Fig. 1: the metal 1 layer
The bar under the picture is 20 µm long. Supply wires on this layer in grey. Cells faint in the background.
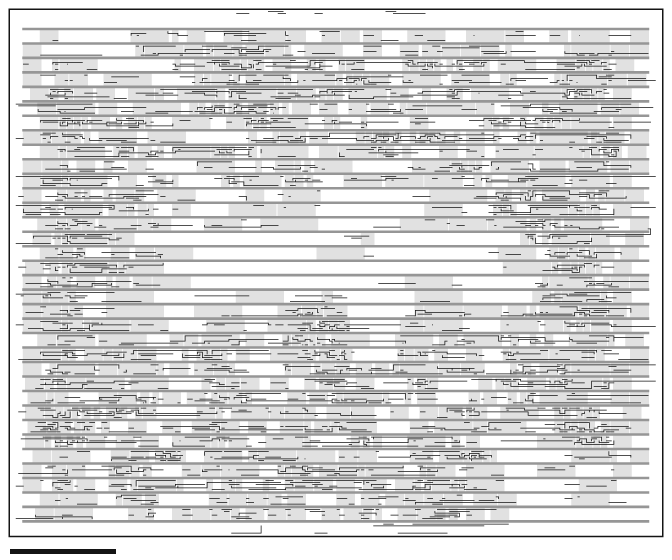
Fig. 2: where the registers sit
The bar under the picture is 20 µm long. Other sequential cells in the stronger grey, the rest of the logic in the fainter grey.
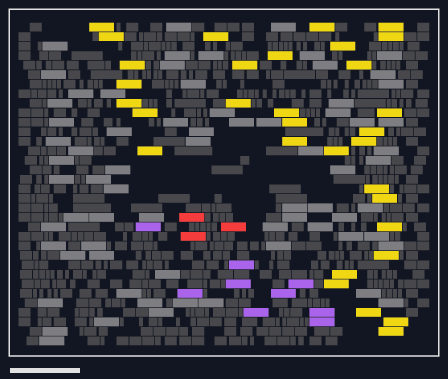
<file path="src/rtl/ram_arbiter_pkg.sv">
// Shared types and default parameters for the Mini SRC RAM arbiter.
package ram_arbiter_pkg;

    localparam int ADDR_W   = 9;
    localparam int DATA_W   = 32;
    localparam int MAX_WAIT = 4;

    typedef enum logic [1:0] {
        ARB_IDLE   = 2'd0,
        ARB_ACCESS = 2'd1,
        ARB_RESP   = 2'd2
    } arb_state_e;

    localparam logic OWN_CPU = 1'b0;
    localparam logic OWN_DBG = 1'b1;

endpackage

</file>
<file path="src/rtl/ram_arb_fairness.sv">
// Winner selection between CPU and loader, with a saturating loss counter that
// lets the loader win a tie after MAX_WAIT consecutive losses.
module ram_arb_fairness
    import ram_arbiter_pkg::*;
#(
    parameter int MAX_WAIT = ram_arbiter_pkg::MAX_WAIT
) (
    input  logic clk,
    input  logic rst,
    input  logic cpu_req,
    input  logic dbg_req,
    input  logic dbg_lock,
    input  logic arb_en,
    output logic grant_valid,
    output logic grant_owner
);

    localparam int                WAIT_W   = $clog2(MAX_WAIT + 1);
    localparam logic [WAIT_W-1:0] WAIT_MAX = WAIT_W'(MAX_WAIT);

    logic [WAIT_W-1:0] wait_cnt_q, wait_cnt_d;
    logic              cpu_elig;

    always_comb begin
        cpu_elig    = cpu_req & ~dbg_lock;
        grant_valid = arb_en & (cpu_elig | dbg_req);

        if (cpu_elig && dbg_req) begin
            grant_owner = (wait_cnt_q == WAIT_MAX) ? OWN_DBG : OWN_CPU;
        end else begin
            grant_owner = dbg_req ? OWN_DBG : OWN_CPU;
        end

        // Counter only moves on arbitration cycles; it never wraps past MAX_WAIT.
        wait_cnt_d = wait_cnt_q;
        if (arb_en) begin
            if (!dbg_req || grant_owner == OWN_DBG) begin
                wait_cnt_d = '0;
            end else if (wait_cnt_q != WAIT_MAX) begin
                wait_cnt_d = wait_cnt_q + 1'b1;
            end
        end
    end

    always_ff @(posedge clk) begin
        if (rst) begin
            wait_cnt_q <= '0;
        end else begin
            wait_cnt_q <= wait_cnt_d;
        end
    end

endmodule

</file>
<file path="src/rtl/ram_arbiter.sv">
// Single-port RAM arbiter: serialises CPU and loader accesses to a synchronous
// RAM through an IDLE -> ACCESS -> RESP sequencer.
module ram_arbiter
    import ram_arbiter_pkg::*;
#(
    parameter int ADDR_W   = ram_arbiter_pkg::ADDR_W,
    parameter int DATA_W   = ram_arbiter_pkg::DATA_W,
    parameter int MAX_WAIT = ram_arbiter_pkg::MAX_WAIT
) (
    input  logic              clk,
    input  logic              rst,
    input  logic              cpu_req,
    input  logic              cpu_we,
    input  logic [ADDR_W-1:0] cpu_addr,
    input  logic [DATA_W-1:0] cpu_wdata,
    output logic              cpu_ack,
    output logic [DATA_W-1:0] cpu_rdata,
    input  logic              dbg_req,
    input  logic              dbg_we,
    input  logic [ADDR_W-1:0] dbg_addr,
    input  logic [DATA_W-1:0] dbg_wdata,
    output logic              dbg_ack,
    output logic [DATA_W-1:0] dbg_rdata,
    input  logic              dbg_lock,
    output logic [ADDR_W-1:0] ram_addr,
    output logic [DATA_W-1:0] ram_data,
    output logic              ram_wren,
    input  logic [DATA_W-1:0] ram_q,
    output logic              owner,
    output logic              busy
);

    arb_state_e        state_q, state_d;
    logic              we_q, we_d;
    logic [ADDR_W-1:0] addr_q, addr_d;
    logic [DATA_W-1:0] wdata_q, wdata_d;
    logic              owner_q, owner_d;
    logic              cpu_ack_q, cpu_ack_d;
    logic              dbg_ack_q, dbg_ack_d;
    logic [DATA_W-1:0] cpu_rdata_q, cpu_rdata_d;
    logic [DATA_W-1:0] dbg_rdata_q, dbg_rdata_d;

    logic arb_en;
    logic grant_valid;
    logic grant_owner;

    assign arb_en = (state_q == ARB_IDLE);

    ram_arb_fairness #(
        .MAX_WAIT(MAX_WAIT)
    ) u_fairness (
        .clk        (clk),
        .rst        (rst),
        .cpu_req    (cpu_req),
        .dbg_req    (dbg_req),
        .dbg_lock   (dbg_lock),
        .arb_en     (arb_en),
        .grant_valid(grant_valid),
        .grant_owner(grant_owner)
    );

    always_comb begin
        // NOTE: every _d starts from its hold value so no branch of the case infers a latch.
        state_d     = state_q;
        we_d        = we_q;
        addr_d      = addr_q;
        wdata_d     = wdata_q;
        owner_d     = owner_q;
        cpu_ack_d   = 1'b0;
        dbg_ack_d   = 1'b0;
        cpu_rdata_d = cpu_rdata_q;
        dbg_rdata_d = dbg_rdata_q;

        unique case (state_q)
            ARB_IDLE: begin
                if (grant_valid) begin
                    owner_d = grant_owner;
                    if (grant_owner == OWN_DBG) begin
                        we_d    = dbg_we;
                        addr_d  = dbg_addr;
                        wdata_d = dbg_wdata;
                    end else begin
                        we_d    = cpu_we;
                        addr_d  = cpu_addr;
                        wdata_d = cpu_wdata;
                    end
                    state_d = ARB_ACCESS;
                end
            end
            ARB_ACCESS: begin
                state_d = ARB_RESP;
            end
            ARB_RESP: begin
                // Only the owner's ack/rdata move; the other port is left untouched.
                if (owner_q == OWN_DBG) begin
                    dbg_ack_d = 1'b1;
                    if (!we_q) dbg_rdata_d = ram_q;
                end else begin
                    cpu_ack_d = 1'b1;
                    if (!we_q) cpu_rdata_d = ram_q;
                end
                state_d = ARB_IDLE;
            end
            default: begin
                state_d = ARB_IDLE;
            end
        endcase
    end

    always_ff @(posedge clk) begin
        // NOTE: state registers use non-blocking assignment; blocking stays in always_comb.
        if (rst) begin
            state_q     <= ARB_IDLE;
            we_q        <= 1'b0;
            addr_q      <= '0;
            wdata_q     <= '0;
            owner_q     <= OWN_CPU;
            cpu_ack_q   <= 1'b0;
            dbg_ack_q   <= 1'b0;
            cpu_rdata_q <= '0;
            dbg_rdata_q <= '0;
        end else begin
            state_q     <= state_d;
            we_q        <= we_d;
            addr_q      <= addr_d;
            wdata_q     <= wdata_d;
            owner_q     <= owner_d;
            cpu_ack_q   <= cpu_ack_d;
            dbg_ack_q   <= dbg_ack_d;
            cpu_rdata_q <= cpu_rdata_d;
            dbg_rdata_q <= dbg_rdata_d;
        end
    end

    // Reset gates the write strobe combinationally so an aborted ACCESS never commits.
    assign ram_wren  = (state_q == ARB_ACCESS) & we_q & ~rst;
    assign ram_addr  = addr_q;
    assign ram_data  = wdata_q;
    assign owner     = owner_q;
    assign busy      = (state_q != ARB_IDLE);
    assign cpu_ack   = cpu_ack_q;
    assign dbg_ack   = dbg_ack_q;
    assign cpu_rdata = cpu_rdata_q;
    assign dbg_rdata = dbg_rdata_q;

endmodule

</file>
<file path="config.mk">
export PLATFORM = sky130hd
export DESIGN_NAME = ram_arbiter
export DESIGN_NICKNAME = d
export VERILOG_FILES = /design/src/rtl/ram_arbiter_pkg.sv /design/src/rtl/ram_arb_fairness.sv /design/src/rtl/ram_arbiter.sv
export SDC_FILE = /design/constraint.sdc
export NUM_CORES = 1
export LEC_CHECK = 0
export ABC_CLOCK_PERIOD_IN_PS = 2930
export CAP_MARGIN = 20
export CORE_ASPECT_RATIO = 0.8
export CORE_MARGIN = 2
export CORE_UTILIZATION = 40
export CTS_CLUSTER_SIZE = 24
export DETAILED_ROUTE_END_ITERATION = 10
export PLACE_DENSITY = 0.84
export SYNTH_ARGS = -nofsm -noshare
export SYNTH_HDL_FRONTEND = slang
export SYNTH_SLANG_ARGS = --single-unit
</file>
<file path="constraint.sdc">
create_clock -name clk -period 2.93 [get_ports clk]
set_clock_uncertainty 0.15 [all_clocks]
set_input_delay 0.293 -clock clk [delete_from_list [all_inputs] [get_ports clk]]
set_output_delay 0.293 -clock clk [all_outputs]
set_load 0.01 [all_outputs]
</file>
==> run_summary.xml <==
<?xml version="1.0" encoding="UTF-8"?>
<metrics>
  <group name="yosys">
    <metric name="netlist_instances" unit="">558</metric>
    <metric name="mappedNetlistNets" unit="">681</metric>
    <metric name="post_synthesis_mux_area_share" unit="%">0</metric>
    <metric name="synthDominantAreaCellType" unit="">sky130_fd_sc_hd__dfxtp_1</metric>
    <metric name="xor_area_share" unit="%">0</metric>
    <metric name="ys_dominant_reg_cell" unit="">sky130_fd_sc_hd__dfxtp_1</metric>
    <metric name="flip_flops_with_a_built_in_enable" unit="">0</metric>
    <metric name="aoi_share" unit="%">21.18</metric>
    <metric name="synth.distinct_cells" unit="">27</metric>
    <metric name="postSynthSeqShare" unit="%">50.84</metric>
    <metric name="synth-cells-yosys" unit="">558</metric>
    <metric name="post_synth_fa_ha_maj_area_fraction" unit="%">0.5574</metric>
    <metric name="yosys_register_bits" unit="">114</metric>
    <metric name="post_synth_main_logic_family" unit="">AND-OR/OR-AND gates</metric>
    <metric name="synth_simple_gate_area_share" unit="%">21.13</metric>
    <metric name="synth_async_sr_flop_share" unit="%">0</metric>
    <metric name="syn_avg_cell_area" unit="µm²">8.045</metric>
    <metric name="synth_top_cells_by_count" unit="">173 x sky130_fd_sc_hd__nand2_1, 114 x sky130_fd_sc_hd__dfxtp_1, 109 x sky130_fd_sc_hd__a21oi_1</metric>
    <metric name="synth.most_common_cell" unit="">sky130_fd_sc_hd__nand2_1</metric>
    <metric name="post_synth_main_area_contributors" unit="">sky130_fd_sc_hd__dfxtp_1 51%, sky130_fd_sc_hd__nand2_1 14%, sky130_fd_sc_hd__a21oi_1 12%</metric>
    <metric name="top_area_share" unit="%">50.84</metric>
    <metric name="synth-warning-count" unit="">0</metric>
    <metric name="ys_area" unit="µm²">4489</metric>
  </group>
  <group name="route">
    <metric name="topRoutingLayerUsed" unit="">met4</metric>
    <metric name="average_wire_per_cell_in_the_routed_design" unit="µm">15.20</metric>
    <metric name="wl_met1" unit="µm">5392</metric>
    <metric name="route.antenna.remaining_nets" unit="">0</metric>
    <metric name="drt-pass1-iter-count" unit="">5</metric>
    <metric name="remaining_drc_errors" unit="">0</metric>
    <metric name="detailroute.wirelength.met3" unit="µm">1239</metric>
    <metric name="routed_wire_length_on_met2" unit="µm">7098</metric>
    <metric name="route.detailed.vias_per_inst" unit="">5.130</metric>
  </group>
  <group name="pwr">
    <metric name="max-vdd-ir-drop" unit="µV">458.3</metric>
    <metric name="combinationalPowerShare" unit="%">15.5</metric>
    <metric name="clock_power" unit="mW">2.05</metric>
    <metric name="p_leak" unit="nW">2.678</metric>
    <metric name="design_power_total" unit="mW">4.429</metric>
    <metric name="switching_share" unit="%">23.73</metric>
    <metric name="power_top_consumer" unit="">clock</metric>
    <metric name="power_per_cell_area" unit="nW/µm²">601.1</metric>
    <metric name="comb_power" unit="mW">0.687</metric>
    <metric name="switching_power_of_the_nets" unit="mW">1.051</metric>
    <metric name="share_of_total_power_in_sequential_cells" unit="%">38.2</metric>
    <metric name="power.share.clock" unit="%">46.3</metric>
  </group>
  <group name="status">
    <metric name="outcome" unit="">finished, final reports clean</metric>
  </group>
  <group name="final_layout">
    <metric name="postLayoutCellArea" unit="µm²">7367</metric>
    <metric name="finalNonFillerCells" unit="">928</metric>
    <metric name="area.growth.synth_to_final" unit="%">64.10</metric>
    <metric name="num-nets-final" unit="">894</metric>
    <metric name="signal_buffer_area_fraction" unit="%">32.24</metric>
    <metric name="seq_cell_count" unit="">114</metric>
    <metric name="antenna_cells_inserted" unit="">0</metric>
    <metric name="final-comb-area" unit="µm²">1924</metric>
    <metric name="nClkBuffers" unit="">20</metric>
    <metric name="n_fill_cell" unit="">875</metric>
    <metric name="top_area_cell_class" unit="">non-clock buffers</metric>
    <metric name="comb_share" unit="%">26.12</metric>
    <metric name="seq_area_share" unit="%">30.98</metric>
    <metric name="n_all_buffers" unit="">240</metric>
    <metric name="inv_count" unit="">3</metric>
    <metric name="logic_gates" unit="">395</metric>
  </group>
  <group name="setup_path">
    <metric name="arrival" unit="ns">1.79</metric>
    <metric name="crit_path_capture_type" unit="">output port</metric>
    <metric name="path_delay_family" unit="">buffers and inverters</metric>
    <metric name="slowest_stage" unit="">sky130_fd_sc_hd__clkdlybuf4s50_1</metric>
    <metric name="worst-r2r-setup-slack" unit="ns">0.93</metric>
    <metric name="crit_cells" unit="">3</metric>
    <metric name="timing_worst_setup_path_type" unit="">reg2out</metric>
    <metric name="cp-start-kind" unit="">flop</metric>
    <metric name="crit_chain" unit="">nor3b_1, and2_1, clkdlybuf4s50_1</metric>
    <metric name="worst-path-max-fanout" unit="">5</metric>
    <metric name="crit_required" unit="ns">2.49</metric>
    <metric name="cp.buffers_inverters" unit="">1</metric>
    <metric name="critPathMaxStageDelay" unit="ns">0.55</metric>
  </group>
  <group name="grt">
    <metric name="grt_busiest_layer" unit="">met2</metric>
    <metric name="grt.met3_usage" unit="%">8.275</metric>
    <metric name="grt_antenna_before_repair" unit="">0</metric>
    <metric name="grt.met2_usage" unit="%">41.20</metric>
    <metric name="grt_max_degree" unit="">82</metric>
    <metric name="first_pass_grt_wire_length" unit="µm">22420</metric>
    <metric name="global_route.usage.total" unit="%">23.40</metric>
  </group>
  <group name="clock_tree">
    <metric name="holdBufCountCts" unit="">0</metric>
    <metric name="clock_pin_slew_worst_setup_and_hold_paths" unit="ns">0.05</metric>
    <metric name="htree_levels" unit="">4</metric>
    <metric name="post-cts-setup-buffer-count" unit="">0</metric>
    <metric name="cts_max_path_buffers" unit="">2</metric>
    <metric name="tritoncts" unit="">built</metric>
    <metric name="cts_buffers" unit="">17</metric>
    <metric name="numClockSinks" unit="">114</metric>
    <metric name="postCtsResizedCells" unit="">0</metric>
    <metric name="clk-insertion-delay-late" unit="ns">0.39</metric>
  </group>
  <group name="run">
    <metric name="maxCapViolCount" unit="">0</metric>
    <metric name="tool_warnings" unit="">27</metric>
  </group>
  <group name="timing">
    <metric name="fin_crit_sh" unit="%">76.05</metric>
    <metric name="fin_hold_ws" unit="ns">0.2039</metric>
    <metric name="fmax" unit="MHz">448.8</metric>
    <metric name="maxSlewViolCount" unit="">0</metric>
    <metric name="timing.final.ws_setup" unit="ns">0.7018</metric>
    <metric name="final_period_minus_worst_setup_slack" unit="ns">2.228</metric>
    <metric name="finalHoldViolations" unit="">0</metric>
    <metric name="totalNegativeSetupSlack" unit="ns">0</metric>
    <metric name="maxSlewHeadroom" unit="%">46.34</metric>
  </group>
  <group name="place">
    <metric name="io_buffers" unit="">230</metric>
    <metric name="dpl_worst_slack" unit="ns">0.7310</metric>
    <metric name="placed_cells" unit="">896</metric>
    <metric name="post-dp-hpwl" unit="µm">9931</metric>
    <metric name="globalplace.congestion" unit="">0.8516</metric>
    <metric name="placed_area" unit="µm²">6773</metric>
  </group>
  <group name="die">
    <metric name="floorplan_die_area" unit="µm²">12090</metric>
    <metric name="ios" unit="">231</metric>
    <metric name="die_w" unit="µm">122.4</metric>
    <metric name="taps" unit="">144</metric>
    <metric name="die_span_in_y" unit="µm">98.76</metric>
    <metric name="floorplan_utilization" unit="%">41.22</metric>
  </group>
  <group name="hold_path">
    <metric name="timing.hold.worst_path_depth" unit="">2</metric>
    <metric name="hold_class" unit="">in2reg</metric>
  </group>
</metrics>
Back to the opening pictures, Fig. 1:
nets with wire on the layer: 762
longest straight run: 24.4 µm
met1 Track Usage GR: 25.29%
Total Routed Length: 14110 µm
number of vias after detailed routing: 4761

Back to the opening pictures, Fig. 2:
[purple] ram_addr | flops: 9
[yellow] cpu_rdata | flops: 32 | where: widely spread
[red] u_fairness.wait_cnt_q | flops: 3
not coloured: 70
combined flip-flop and latch cell area: 2282 µm²
sequential power: 1.69 mW
final core utilization: 67.65%

-- cell usage in the layout (no fill, tap or decap), drive strengths merged, types with 2 or more instances in the layout --
cell	count
bufinv	3
buf	11
nand2b	3
nand2	173
and2	3
nor3	2
a21oi	109
dfxtp	114
clkdlybuf4s50	229
a211oi	42
nand4	3
nor3b	2
o21ai	3
clkbuf	20
o21a	2
inv	3
nor2	46
clkinv	8
ha	2
-- path summary, 6_finish.rpt --
path                                          from                          to
max                        state_q[0]$_SDFFE_PP0P_                    ram_wren
min                                            rst    ram_addr[2]$_SDFFE_PP0P_
max reg2reg  u_fairness.wait_cnt_q[0]$_SDFFE_PP0P_    ram_data[5]$_SDFFE_PP0P_
min reg2reg             cpu_rdata[16]$_SDFFE_PP0P_  cpu_rdata[16]$_SDFFE_PP0P_
Power is estimated from default activity; no workload was simulated.
